[src/rtl/calc_entry_fsm.sv]
// Calculator keypad entry and sequencing FSM: builds BCD operands from key
// presses, sequences one-cycle ALU evaluation and chains results into operand 0.
module calc_entry_fsm #(
  parameter int DIGIT_NUM = 8
) (
  input  logic                   clk,
  input  logic                   rst_n,
  input  logic                   key_valid,
  input  logic [4:0]             key_code,
  output logic                   key_ready,
  output logic                   operand0_sign,
  output logic [DIGIT_NUM*4-1:0] operand0,
  output logic [2:0]             operand0_dp,
  output logic                   operand1_sign,
  output logic [DIGIT_NUM*4-1:0] operand1,
  output logic [2:0]             operand1_dp,
  output logic [2:0]             operation,
  input  logic [DIGIT_NUM*4-1:0] result,
  input  logic                   result_sign,
  input  logic [2:0]             result_dp,
  output logic [DIGIT_NUM*4-1:0] disp_value,
  output logic                   disp_sign,
  output logic [2:0]             disp_dp,
  output logic                   error
);
  localparam int W  = DIGIT_NUM*4;
  localparam int CW = $clog2(DIGIT_NUM+1);

  typedef enum logic [2:0] {ENTER_A, OP_WAIT, ENTER_B, EVAL, RESULT, ERR} state_t;

  typedef struct packed {
    logic          sign;
    logic [W-1:0]  val;
    logic [2:0]    dp;
    logic          dpm;
    logic [CW-1:0] cnt;
  } entry_t;

  localparam entry_t ENT_CLR = '0;

  state_t     state_q, state_d;
  entry_t     a_q, a_d, b_q, b_d;
  logic [2:0] op_q, op_d, pend_q, pend_d;
  logic       chain_q, chain_d;
  logic       accept, k_ent, k_op, k_eq, k_ce, k_ac, k_neg;
  logic [2:0] k_opc;

  // Digit, '.' and '+/-' edits applied to one entry register.
  function automatic entry_t ent_key(entry_t e, logic [4:0] k);
    entry_t r;
    r = e;
    if (k <= 5'd9) begin
      if (!(e.val == '0 && !e.dpm && k == 5'd0) && e.cnt != CW'(DIGIT_NUM) &&
          !(e.dpm && e.dp == 3'd7)) begin
        r.val = {e.val[W-5:0], k[3:0]};
        r.cnt = e.cnt + CW'(1);
        if (e.dpm) r.dp = e.dp + 3'd1;
      end
    end else if (k == 5'd10) begin
      r.dpm = 1'b1;
    end else if (k == 5'd19) begin
      r.sign = ~e.sign;
    end
    return r;
  endfunction

  assign key_ready = (state_q != EVAL);
  assign accept    = key_valid && key_ready;
  assign k_ent     = (key_code <= 5'd10) || (key_code == 5'd19);
  assign k_op      = (key_code >= 5'd11) && (key_code <= 5'd15);
  assign k_eq      = (key_code == 5'd16);
  assign k_ce      = (key_code == 5'd17);
  assign k_ac      = (key_code == 5'd18);
  assign k_neg     = (key_code == 5'd19);
  assign k_opc     = 3'(key_code - 5'd11);

  always_comb begin
    state_d = state_q;
    a_d     = a_q;
    b_d     = b_q;
    op_d    = op_q;
    pend_d  = pend_q;
    chain_d = chain_q;
    if (state_q == EVAL) begin
      // Divide by zero ignores sign and dp of the divisor.
      if (op_q == 3'd3 && b_q.val == '0) begin
        state_d = ERR;
      end else begin
        a_d      = ENT_CLR;
        a_d.val  = result;
        a_d.sign = result_sign;
        a_d.dp   = (op_q <= 3'd2) ? result_dp : 3'd0;
        if (chain_q) begin
          op_d    = pend_q;
          state_d = OP_WAIT;
        end else begin
          state_d = RESULT;
        end
      end
    end else if (accept) begin
      if (k_ac || (state_q == ERR && k_ce)) begin
        a_d     = ENT_CLR;
        b_d     = ENT_CLR;
        op_d    = 3'd0;
        pend_d  = 3'd0;
        chain_d = 1'b0;
        state_d = ENTER_A;
      end else begin
        case (state_q)
          ENTER_A: begin
            if (k_ent) a_d = ent_key(a_q, key_code);
            else if (k_ce) a_d = ENT_CLR;
            else if (k_op) begin
              op_d    = k_opc;
              state_d = OP_WAIT;
            end
          end
          OP_WAIT: begin
            if (k_op) op_d = k_opc;
            else if (k_ent) begin
              b_d     = ent_key(ENT_CLR, key_code);
              state_d = ENTER_B;
            end
          end
          ENTER_B: begin
            if (k_ent) b_d = ent_key(b_q, key_code);
            else if (k_ce) b_d = ENT_CLR;
            else if (k_op) begin
              pend_d  = k_opc;
              chain_d = 1'b1;
              state_d = EVAL;
            end else if (k_eq) begin
              chain_d = 1'b0;
              state_d = EVAL;
            end
          end
          RESULT: begin
            if (k_neg) a_d.sign = ~a_q.sign;
            else if (k_ent) begin
              a_d     = ent_key(ENT_CLR, key_code);
              state_d = ENTER_A;
            end else if (k_op) begin
              op_d    = k_opc;
              state_d = OP_WAIT;
            end
          end
          default: ;
        endcase
      end
    end
  end

  always_ff @(posedge clk or negedge rst_n) begin
    if (!rst_n) begin
      state_q <= ENTER_A;
      a_q     <= ENT_CLR;
      b_q     <= ENT_CLR;
      op_q    <= 3'd0;
      pend_q  <= 3'd0;
      chain_q <= 1'b0;
    end else begin
      state_q <= state_d;
      a_q     <= a_d;
      b_q     <= b_d;
      op_q    <= op_d;
      pend_q  <= pend_d;
      chain_q <= chain_d;
    end
  end

  assign operand0_sign = a_q.sign;
  assign operand0      = a_q.val;
  assign operand0_dp   = a_q.dp;
  assign operand1_sign = b_q.sign;
  assign operand1      = b_q.val;
  assign operand1_dp   = b_q.dp;
  assign operation     = op_q;
  assign error         = (state_q == ERR);

  always_comb begin
    disp_value = a_q.val;
    disp_sign  = a_q.sign;
    disp_dp    = a_q.dp;
    case (state_q)
      ENTER_B, EVAL: begin
        disp_value = b_q.val;
        disp_sign  = b_q.sign;
        disp_dp    = b_q.dp;
      end
      ERR: begin
        disp_value = {DIGIT_NUM{4'h9}};
        disp_sign  = 1'b0;
        disp_dp    = 3'd0;
      end
      default: ;
    endcase
  end

endmodule

[config.mk]
export PLATFORM = sky130hd
export DESIGN_NAME = calc_entry_fsm
export DESIGN_NICKNAME = d
export VERILOG_FILES = /design/src/rtl/calc_entry_fsm.sv
export SDC_FILE = /design/constraint.sdc
export NUM_CORES = 1
export LEC_CHECK = 0
export ABC_CLOCK_PERIOD_IN_PS = 2400
export CAP_MARGIN = 40
export CORE_ASPECT_RATIO = 0.75
export CORE_MARGIN = 2
export CORE_UTILIZATION = 50
export CTS_CLUSTER_DIAMETER = 60
export DETAILED_ROUTE_END_ITERATION = 7
export PLACE_DENSITY = 0.81
export SLEW_MARGIN = 20
export SYNTH_ARGS = -nofsm -noshare
export SYNTH_HDL_FRONTEND = slang
export SYNTH_SLANG_ARGS = --single-unit
[constraint.sdc]
create_clock -name clk -period 2.4 [get_ports clk]
set_input_delay 0.36 -clock clk [delete_from_list [all_inputs] [get_ports clk]]
set_output_delay 0.36 -clock clk [all_outputs]
set_load 0.03 [all_outputs]
==> impl_metrics.toml <==
# physical design summary
[status]
outcome = "finished with violations"
violations = "hold timing"

[final_timing]
slew_violations = 0
finalWorstSetupSlack_ns = 0.04835
hold_viol_final = 4
slew_headroom_pct = 63.93
setup_viol = 0
fin_crit_sh_pct = 97.99
rsz0062_at_grt = "no"
timing.hold.ws_ns = -0.006320
tightest_slew_ns = 0.5410
setup-tns-final_ns = 0

[floorplan]
dieArea_sq_um = 13240
initCoreUtil_pct = 50.64
nWellTaps = 166
num_rows = 35
ioPinCount = 157
chipWidth_um = 132.2
fp.dieH_um = 100.2

[clock_tree]
insertion_delay_ns = 0.34
postCtsSetupRepairBufs = 10
path_clk_slew_ns = 0.07
cts_tree = "built"
cts_resized = 34
cts_root_buf = "clkbuf_16"
hold_buffers = 0
h-tree-depth = 3

[final_layout]
inverters_excl_clock = 15
synthToLayoutAreaGrowth_pct = 46.07
flop_area_sq_um = 2303
nFlopsAndLatches = 92
mostFrequentLayoutCells = "buf_4, clkdlybuf4s50_1, nand2_1"
buffer_area_share_pct = 32.19
logic_area_sq_um = 3262
final_cells = 1055
nets = 941
drive_above_1_share_pct = 35.66
layout_top_cell = "buf_4"
buffers = 328
n_clock_buffer = 9
nFillCells = 875
clkCellAreaFrac_pct = 3.029
largestClassByArea = "logic gates"
sh_comb_area_pct = 36.22
multi_input_comb_cells = 439
stdcell_area_sq_um = 9005

[drt]
drc = 0
drtPass1Iterations = 5
drt_iter0_drc = 526
wl_met3_mm = 1.540
via_per_inst = 5.822
dr_wl_met2_mm = 10.40
ant_nets = 0
highest_layer = "met4"
wl_per_cell_um = 21.63
drt_wl_total_mm = 22.82
met1_length_mm = 10.52
dr_total_vias = 6142

[setup_path]
rr_worst_depth = 9
cp_num_buf_inv = 3
cp_data_required_time_ns = 2.63
crit_family = "simple AND/OR/NAND/NOR gates"
path_cells = "and3b_2, nand4b_1, nor3_2, buf_4, a21o_4, nor3_4, buf_12, clkbuf_16, mux2_4"
arrival_ns = 2.58
r2r_setup_slack_ns = 0.05
cp.depth = 9
cp-end-kind = "register"
critPathLaunch = "state_q[2]"
r2r_end = "operand0[13]"
worstSetupStartpointType = "register"
criticalPathCategory = "register to register"
endpoint = "operand0[13]"
r2r-start = "state_q[2]"
critPathSlowestCell = "dfrtp_1"

[global_route]
busiest_layer = "met2"
grt_start_max_net_pins = 53
use_met2_pct = 53.17
grt_pass1_vias = 5945
use_met1_pct = 49.40
grt_overflow = 0
grt_pass1_wl_mm = 34.32
antenna_found_initial = 0

[placement]
io_buffer_count = 156
dpl_cell_area_sq_um = 8466
place_ws_ns = -0.9170
place_congestion = 0.9565

[power_and_ir_drop]
p_comb_mw = 4.25
clock_power_mw = 1.36
power.total_mw = 7.610
intPower_mw = 4.393
switching_share_pct = 42.28
powerDensity_nw_per_um2 = 845.1
combPwrFrac_pct = 55.8
seqPwrFrac_pct = 26.3
power.share.clock_pct = 17.9
p_leak_nw = 4.304
switchingPower_mw = 3.217
peakVddDrop_mv = 0.7511

[synthesis]
numSynthFlops = 92
ys.warnings.count = 0
avgSynthCellArea_sq_um = 9.441
ys_sh_simple_pct = 18.71
syn_area_sq_um = 6165
synthDistinctLibCells = 72
ys_area_sq_um = 6165
enable_flop_cells = 0
synthCells = 653
synth_top_area_share_pct = 37.35
async_flop_share_pct = 100.0
ys_cells = 653
xor_share_pct = 0.1421
synth_seq_share_pct = 37.35
synthTopCellsByArea = "dfrtp_1, a22o_1, buf_4"
compound_area_share_pct = 19.02
synthMuxAreaShare_pct = 9.925

[hold_path]
hold_class = "input port to asynchronous set/reset pin"
synthesized netlist by cell type, types with 2 or more instances:
cell and n:
a211oi_1 2, mux2i_1 3, a22oi_1 2, clkbuf_1 20, nor2b_1 4, a31oi_1 4
a21o_1 3, and4b_1 2, nand2b_1 3, ha_1 12, and3_1 4, buf_4 73
or2_2 3, o21a_1 3, buf_2 9, nor4_1 16, or3_1 5, a221oi_1 2
mux2_2 17, buf_1 2, nand3b_1 2, nor3_1 10, nand4b_1 2, inv_1 14
and2_1 2, a21oi_1 8, buf_6 3, o221ai_1 2, a31o_2 2, a21boi_0 2
dfrtp_1 92, o21ai_0 18, o211ai_1 5, o41a_1 2, a22o_1 68, mux2_4 26
nand4_1 5, a211o_1 2, nor2_1 22, nand3_1 42, o31ai_1 4, nand2_1 101
Cell classes on the final placement:
Scale: 3 px per um. Fill, decap, tap and diode cells in gray.
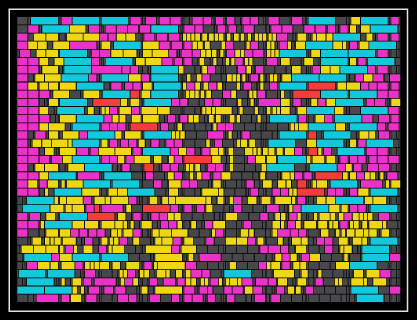
[cyan] flip-flops | cells: 92
[red] clock drivers and dummy loads | cells: 15
[yellow] all other logic | cells: 454
[magenta] other buffers and delay cells | cells: 328
flop share of the area: 25.58%
Core ar.: 12170 sq um
post-layout utilization of the core: 73.97%

M2 wires:
Scale: 4 px per um.
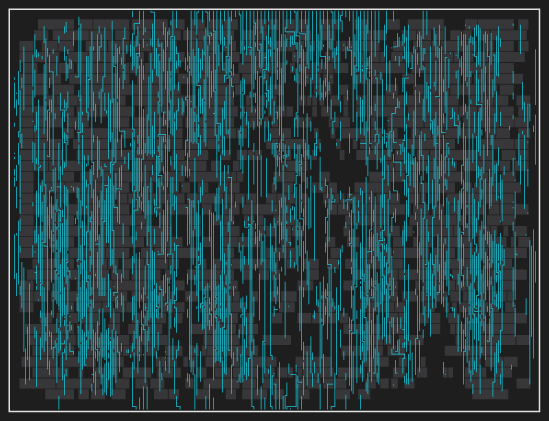
share of all routed wire: 46%
wire length on this layer: 10400 um
nets with wire on the layer: 814

Clock nets:
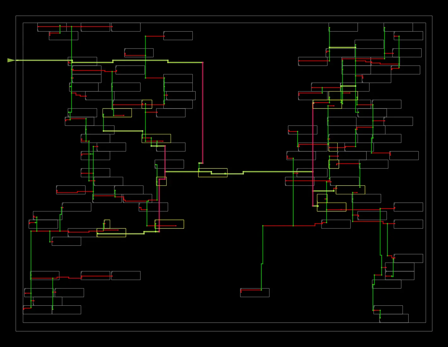
clock sink total: 92
CTS buffer count: 9

